[src/rtl/ab_seq_pkg.sv]
// Shared types for the a->b sequence driver: FSM state encoding and pattern length.
package ab_seq_pkg;

  localparam int unsigned PATTERN_LEN = 3;

  typedef enum logic [2:0] {
    S_IDLE,
    S_DRIVE_A,
    S_DRIVE_B,
    S_WAIT_Q,
    S_GAP,
    S_DONE
  } drv_state_t;

endpackage

[src/rtl/sat_counter.sv]
// Saturating up-counter with synchronous clear; clear takes priority over increment.
module sat_counter #(
  parameter int unsigned WIDTH = 8
) (
  input  logic             clock,
  input  logic             reset,
  input  logic             clr,
  input  logic             inc,
  output logic [WIDTH-1:0] count
);

  always_ff @(posedge clock) begin
    if (reset || clr) begin
      count <= '0;
    end else if (inc && (count != {WIDTH{1'b1}})) begin
      count <= count + WIDTH'(1);
    end
  end

endmodule

[src/rtl/ab_sequence_driver.sv]
// Drives N "a then b" patterns into the sequence detector and scores its q response.
module ab_sequence_driver
  import ab_seq_pkg::*;
#(
  parameter int unsigned REPS_W     = 8,
  parameter int unsigned ERR_W      = 8,
  parameter int unsigned GAP_CYCLES = 2
) (
  input  logic              clock,
  input  logic              reset,
  input  logic              start,
  input  logic [REPS_W-1:0] reps,
  input  logic              q_in,
  output logic              a,
  output logic              b,
  output logic              busy,
  output logic              done,
  output logic              pass,
  output logic [ERR_W-1:0]  err_count
);

  localparam int unsigned GAP_W = $clog2(GAP_CYCLES + 1);

  drv_state_t        state;
  drv_state_t        state_nxt;
  logic [REPS_W-1:0] remaining;
  logic [GAP_W-1:0]  gap_cnt;
  logic              last_gap_c;
  logic              err_clr_c;
  logic              err_inc_c;

  assign last_gap_c = (gap_cnt == GAP_W'(GAP_CYCLES - 1));

  always_comb begin
    state_nxt = state;
    unique case (state)
      S_IDLE:    if (start) state_nxt = (reps == '0) ? S_DONE : S_DRIVE_A;
      S_DRIVE_A: state_nxt = S_DRIVE_B;
      S_DRIVE_B: state_nxt = S_WAIT_Q;
      S_WAIT_Q:  state_nxt = (remaining == REPS_W'(1)) ? S_DONE : S_GAP;
      S_GAP:     if (last_gap_c) state_nxt = S_DRIVE_A;
      S_DONE:    state_nxt = S_IDLE;
      default:   state_nxt = S_IDLE;
    endcase
  end

  // A miss is no q in WAIT_Q; a spurious q is any q while driving or gapping.
  always_comb begin
    err_clr_c = (state == S_IDLE) && start;
    err_inc_c = ((state == S_WAIT_Q) && !q_in) ||
                (((state == S_DRIVE_A) || (state == S_DRIVE_B) || (state == S_GAP)) && q_in);
  end

  sat_counter #(.WIDTH(ERR_W)) u_err_cnt (
    .clock (clock),
    .reset (reset),
    .clr   (err_clr_c),
    .inc   (err_inc_c),
    .count (err_count)
  );

  // Moore outputs are registered from the next state so they line up with state.
  always_ff @(posedge clock) begin
    if (reset) begin
      state     <= S_IDLE;
      remaining <= '0;
      gap_cnt   <= '0;
      a         <= 1'b0;
      b         <= 1'b0;
      busy      <= 1'b0;
      done      <= 1'b0;
      pass      <= 1'b0;
    end else begin
      state <= state_nxt;
      a     <= (state_nxt == S_DRIVE_A);
      b     <= (state_nxt == S_DRIVE_B);
      busy  <= (state_nxt != S_IDLE);
      done  <= (state_nxt == S_DONE);
      unique case (state)
        S_IDLE: begin
          if (start) begin
            remaining <= reps;
            gap_cnt   <= '0;
            pass      <= (reps == '0);
          end
        end
        S_WAIT_Q: begin
          remaining <= remaining - REPS_W'(1);
          gap_cnt   <= '0;
          // Fold the final miss in now so pass is already valid during DONE.
          if (state_nxt == S_DONE) pass <= (err_count == '0) && q_in;
        end
        S_GAP:   gap_cnt <= gap_cnt + GAP_W'(1);
        S_DONE:  pass <= (err_count == '0);
        default: ;
      endcase
    end
  end

endmodule
[config.mk]
export PLATFORM = sky130hd
export DESIGN_NAME = ab_sequence_driver
export DESIGN_NICKNAME = d
export VERILOG_FILES = /design/src/rtl/ab_seq_pkg.sv /design/src/rtl/sat_counter.sv /design/src/rtl/ab_sequence_driver.sv
export SDC_FILE = /design/constraint.sdc
export NUM_CORES = 1
export LEC_CHECK = 0
export ABC_AREA = 1
export CAP_MARGIN = 20
export CORE_UTILIZATION = 53
export DETAILED_ROUTE_END_ITERATION = 10
export PLACE_DENSITY = 0.79
export SLEW_MARGIN = 20
export SYNTH_ARGS = -nofsm -noshare
export SYNTH_HDL_FRONTEND = slang
export SYNTH_SLANG_ARGS = --single-unit
[constraint.sdc]
create_clock -name clock -period 1.7 [get_ports clock]
set_input_delay 0.255 -clock clock [delete_from_list [all_inputs] [get_ports clock]]
set_output_delay 0.255 -clock clock [all_outputs]
set_load 0.1 [all_outputs]
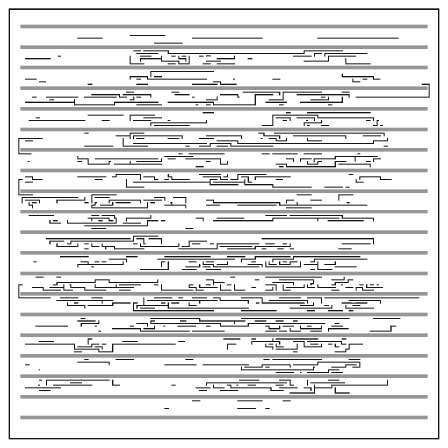
run_1/met1.png
Supply wires on this layer in gray.
- longest straight run: 17.9 um
- nets with wire on the layer: 248
- share of all routed wire: 45%
- wire length on this layer: 1590 um
Post-Route WL: 3.534 mm
vias: 1580

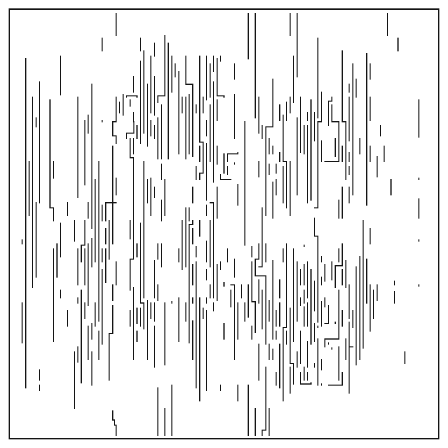
run_1/met2.png
- nets with wire on the layer: 210
- share of all routed wire: 47%
- wire length on this layer: 1660 um

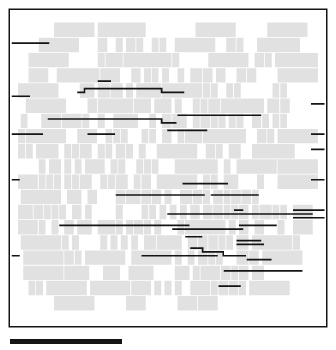
run_1/met3.png
Bar = 20 um.
- wire length on this layer: 266 um
- nets with wire on the layer: 28
met3 global-route usage: 5.530%

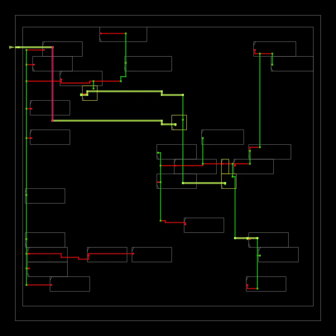
run_1/final_clocks.png
Clk. pwr: 267 uW
TritonCTS buffer count: 3

==> reports/metrics.csv, run 1 <==
metric;value;unit
status;completed;
layout-drive-gt1-share;17.18;%
clk_latency;0.32;ns
hold_class;reg2reg;
synthDistinctLibCells;31;
rsz0062_at_grt;no;
path_class;reg2reg;
tns;0;ns
grt_first_pass_wirelength;5.954;mm
period_used_share;90.49;%
worst_slew_pin_slew;0.3370;ns
cts_root_buf;clkbuf_4;
fin_worst_skew;0.001798;ns
p_leak;0.9018;nW
setup_viol;0;
postCtsSetupRepairBufs;0;
drtIter0Drc;74;
gp_congestion;0.8691;
worst_slack;0.1616;ns
cts-hold-fix-buffers;0;
## run 1: logic make-up (layout without fill, tap and decap cells)
| kind of cell | count (synthesis) | count (layout) | synth area share (%) |
|---|---|---|---|
| compound gates | 30 | 30 | 10.30 |
| xor+xnor | 3 | 3 | 1.664 |
| fa+ha+maj | 5 | 5 | 3.962 |
| buf+inv | 38 | 64 | 11.09 |
| flops | 26 | 26 | 32.96 |
| simple gates | 134 | 134 | 40.02 |
## run 1: sequential cells by signal, summed over array words and instances (netlist names)
register and flops:
done 1, busy 1, u_err_cnt.count 8, state 3
remaining 8, b 1, gap_cnt 2, a 1
pass 1
## run 1: routing by layer
layer	GRT usage [%]	up-vias	share of wire (%)
met5	0	-	0
met4	6.272	0	0.65
met3	5.530	4	7.5
met2	37.82	58	47
met1	31.38	701	45
li1	-	817	-
## run 1: critical path, stage by stage, from the launching register on
cell	delay (ns)
dfxtp_4	0.41
ha_1	0.20
nand2_1	0.07
inv_1	0.17
nand4_4	0.21
nand3_4	0.19
nand2_1	0.08
a21oi_1	0.13
## run 1: placed cells by master, fill, tap and decap left out
cell type | Yosys | final
a21oi_1 | 15 | 15
a31oi_1 | 3 | 3
and2_4 | 1 | 1
buf_12 | 0 | 13
buf_4 | 1 | 3
clkbuf_4 | 0 | 3
clkdlybuf4s50_1 | 0 | 11
clkinv_1 | 1 | 2
clkinv_4 | 1 | 1
dfxtp_1 | 26 | 18
dfxtp_2 | 0 | 6
dfxtp_4 | 0 | 2
ha_1 | 5 | 5
inv_1 | 28 | 28
inv_2 | 3 | 3
nand2_1 | 59 | 59
nand2_2 | 2 | 2
nand3_1 | 22 | 22
nand3_2 | 5 | 4
nand3_4 | 0 | 1
nand4_1 | 6 | 6
nand4_4 | 1 | 1
nor2_1 | 30 | 30
nor2_2 | 3 | 3
nor2_4 | 1 | 1
nor3_1 | 2 | 2
nor3_2 | 1 | 1
nor3b_1 | 1 | 1
o21ai_0 | 5 | 5
o21ai_1 | 3 | 3
o221ai_1 | 1 | 1
o22ai_1 | 2 | 2
o31ai_1 | 1 | 1
xnor2_1 | 1 | 1
xor2_1 | 2 | 2
## run 1: final timing paths
kind         cells past startpoint  slack, ns                  to
max                              7       0.16  u_err_cnt.count[2]
min                              2       0.51          gap_cnt[1]
max reg2reg                      7       0.16  u_err_cnt.count[2]
min reg2reg                      2       0.51          gap_cnt[1]
## run 1: cell type report
type | instances | area, um2
Multi-Input combinational cell | 172 | 890.9
Fill cell | 231 | 768.2
Sequential cell | 26 | 535.5
Timing Repair Buffer | 27 | 392.9
Clock inverter | 1 | 3.754
Tap cell | 31 | 38.79
Clock buffer | 3 | 22.52
Inverter | 33 | 128.9
## run 1: where the power goes
part,switching (mW),internal (mW)
Sequential,0.0562,0.662
Combinational,0.386,0.215
Clock,0.180,0.0862
Total,0.622,0.963
## run 1: through the flow
step	instance area, um2	cells	hold slack [ns]
6_report	2013	293	0.5123
2_1_floorplan	1594	236	0.4021
3_3_place_gp	1979	289	0.4701
4_1_cts	2006	293	0.5077
3_5_place_dp	1979	289	0.4893
5_1_grt	2013	293	0.4909
==> run 1 -> run 2 <==
--- a/config.mk
+++ b/config.mk
@@ -9,7 +9,7 @@
 export CAP_MARGIN = 20
 export CORE_UTILIZATION = 53
 export DETAILED_ROUTE_END_ITERATION = 10
-export PLACE_DENSITY = 0.79
+export PLACE_DENSITY = 0.87
 export SLEW_MARGIN = 20
 export SYNTH_ARGS = -nofsm -noshare
 export SYNTH_HDL_FRONTEND = slang
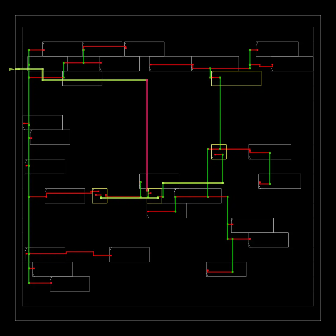
run_2/final_clocks.png
Sink Count: 26
Clk. pwr: 369 uW
seq_cells: 26

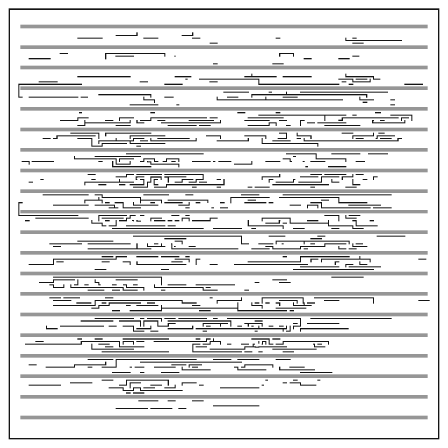
run_2/met1.png
Supply wires on this layer in gray.
- longest straight run: 16.6 um
- main direction: horizontal
Post-Route WL: 3.430 mm
vias: 1583
grt met1 use: 29.97%

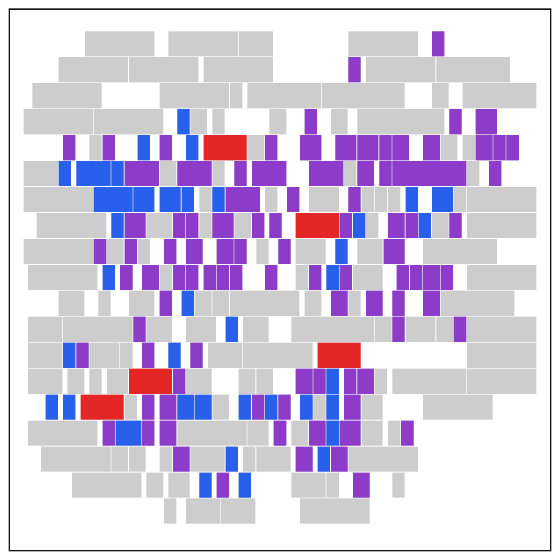
run_2/gate_families.png
- adder and majority cells: red (cells 5)
- NAND gates: purple (cells 95)
- NOR gates: blue (cells 38)

==> run 2 against run 1 <==
Routed wire length fell by 2.9%. Design area increased by 0.68%. Sequential power hardly changed. Sequential share of layout area is 0.18 points lower. Clock power is 38% higher. Hold slack worse by 0.0091 ns. Non-clock buffer count unchanged. Largest cell class unchanged.
==> reports/metrics.csv, run 2 <==
metric;value;unit
synthDistinctLibCells;31;
hold_class;reg2reg;
layout-drive-gt1-share;17.56;%
cp-end-kind;flip-flop;
status;completed;
tns;0;ns
clk_latency;0.33;ns
drv_slew;0;
rsz0062_at_grt;no;
reg.largest.list;remaining x8, u_err_cnt.count x8, state x3;
setup_viol;0;
p_leak;0.9117;nW
cts_root_buf;clkbuf_4;
fin_worst_skew;0.01015;ns
gp_congestion;0.8939;
cts_inserted_buffers;3;
worst_slew_pin_slew;0.3534;ns
lay_top_cells;nand2_1 (59), nor2_1 (30), inv_1 (28);
final_cell_count_no_fill;293;
grt_first_pass_wirelength;5.892;mm
reg2reg_slack;0.19;ns
worst_slack;0.1940;ns
cts-hold-fix-buffers;0;
vias_per_cell;5.403;
layout_top_cell;nand2_1;
drtIter0Drc;74;
max_freq;0.6640;GHz
## run 2: netlist changes by cell type in the layout (fill, tap and decap cells not counted), sizes merged
cell    delta
clkbuf     +1
clkinv     -1
## run 2: metrics by stage
step / util (%) / total power, mW / cell area [um2]
floorplan: - / 1.146 / 1594
global placement: 71.17 / 1.314 / 1979
detailed placement: 71.17 / 1.322 / 1979
CTS: 72.87 / 1.692 / 2027
global route: 72.87 / 1.776 / 2027
finish: 72.87 / 1.686 / 2027
## run 2: cell families (layout without fill, tap and decap cells)
group                    after synthesis  after routing  share of synthesized area [%]
AND-OR/OR-AND                         30             30                          10.30
XOR/XNOR                               3              3                          1.664
flip-flops                            26             26                          32.96
AND/OR/NAND/NOR                      134            134                          40.02
adder cells (fa/ha/maj)                5              5                          3.962
buffers and inverters                 38             64                          11.09
## run 2: final timing paths
path,end,cells past startpoint
max,u_err_cnt.count[4],7
min reg2reg,gap_cnt[1],2
max reg2reg,u_err_cnt.count[4],7
min,gap_cnt[1],2
## run 2: final cells by class
| type | count | area [um2] |
|---|---|---|
| Inverter | 33 | 128.9 |
| Tap cell | 31 | 38.79 |
| Fill cell | 221 | 754.5 |
| Timing Repair Buffer | 27 | 392.9 |
| Clock buffer | 4 | 47.55 |
| Multi-Input combinational cell | 172 | 883.3 |
| Sequential cell | 26 | 535.5 |
## run 2: power breakdown
group          internal, mW  switching, mW  leakage (nW)  total, mW
Sequential            0.662         0.0548         0.217      0.717
Clock                 0.180          0.190        0.0261      0.369
Combinational         0.213          0.386         0.668      0.600
## run 2: per-layer routing
| metal | part of all wire (%) | global-route usage, % | vias to the layer above |
|---|---|---|---|
| met4 | 1.1 | 9.059 | 0 |
| met5 | 0 | 0 | - |
| met1 | 44 | 29.97 | 699 |
| li1 | - | - | 815 |
| met3 | 7.5 | 4.608 | 4 |
| met2 | 47 | 37.98 | 65 |
## run 2: critical path: stages (launching register included)
cell     delay [ns]
dfxtp_4        0.41
ha_1           0.18
nand2_1        0.06
inv_1          0.14
nand4_4        0.19
nand3_2        0.21
nand2_1        0.07
a21oi_1        0.16
No activity file was given, so power comes from the tool's default toggle rates.
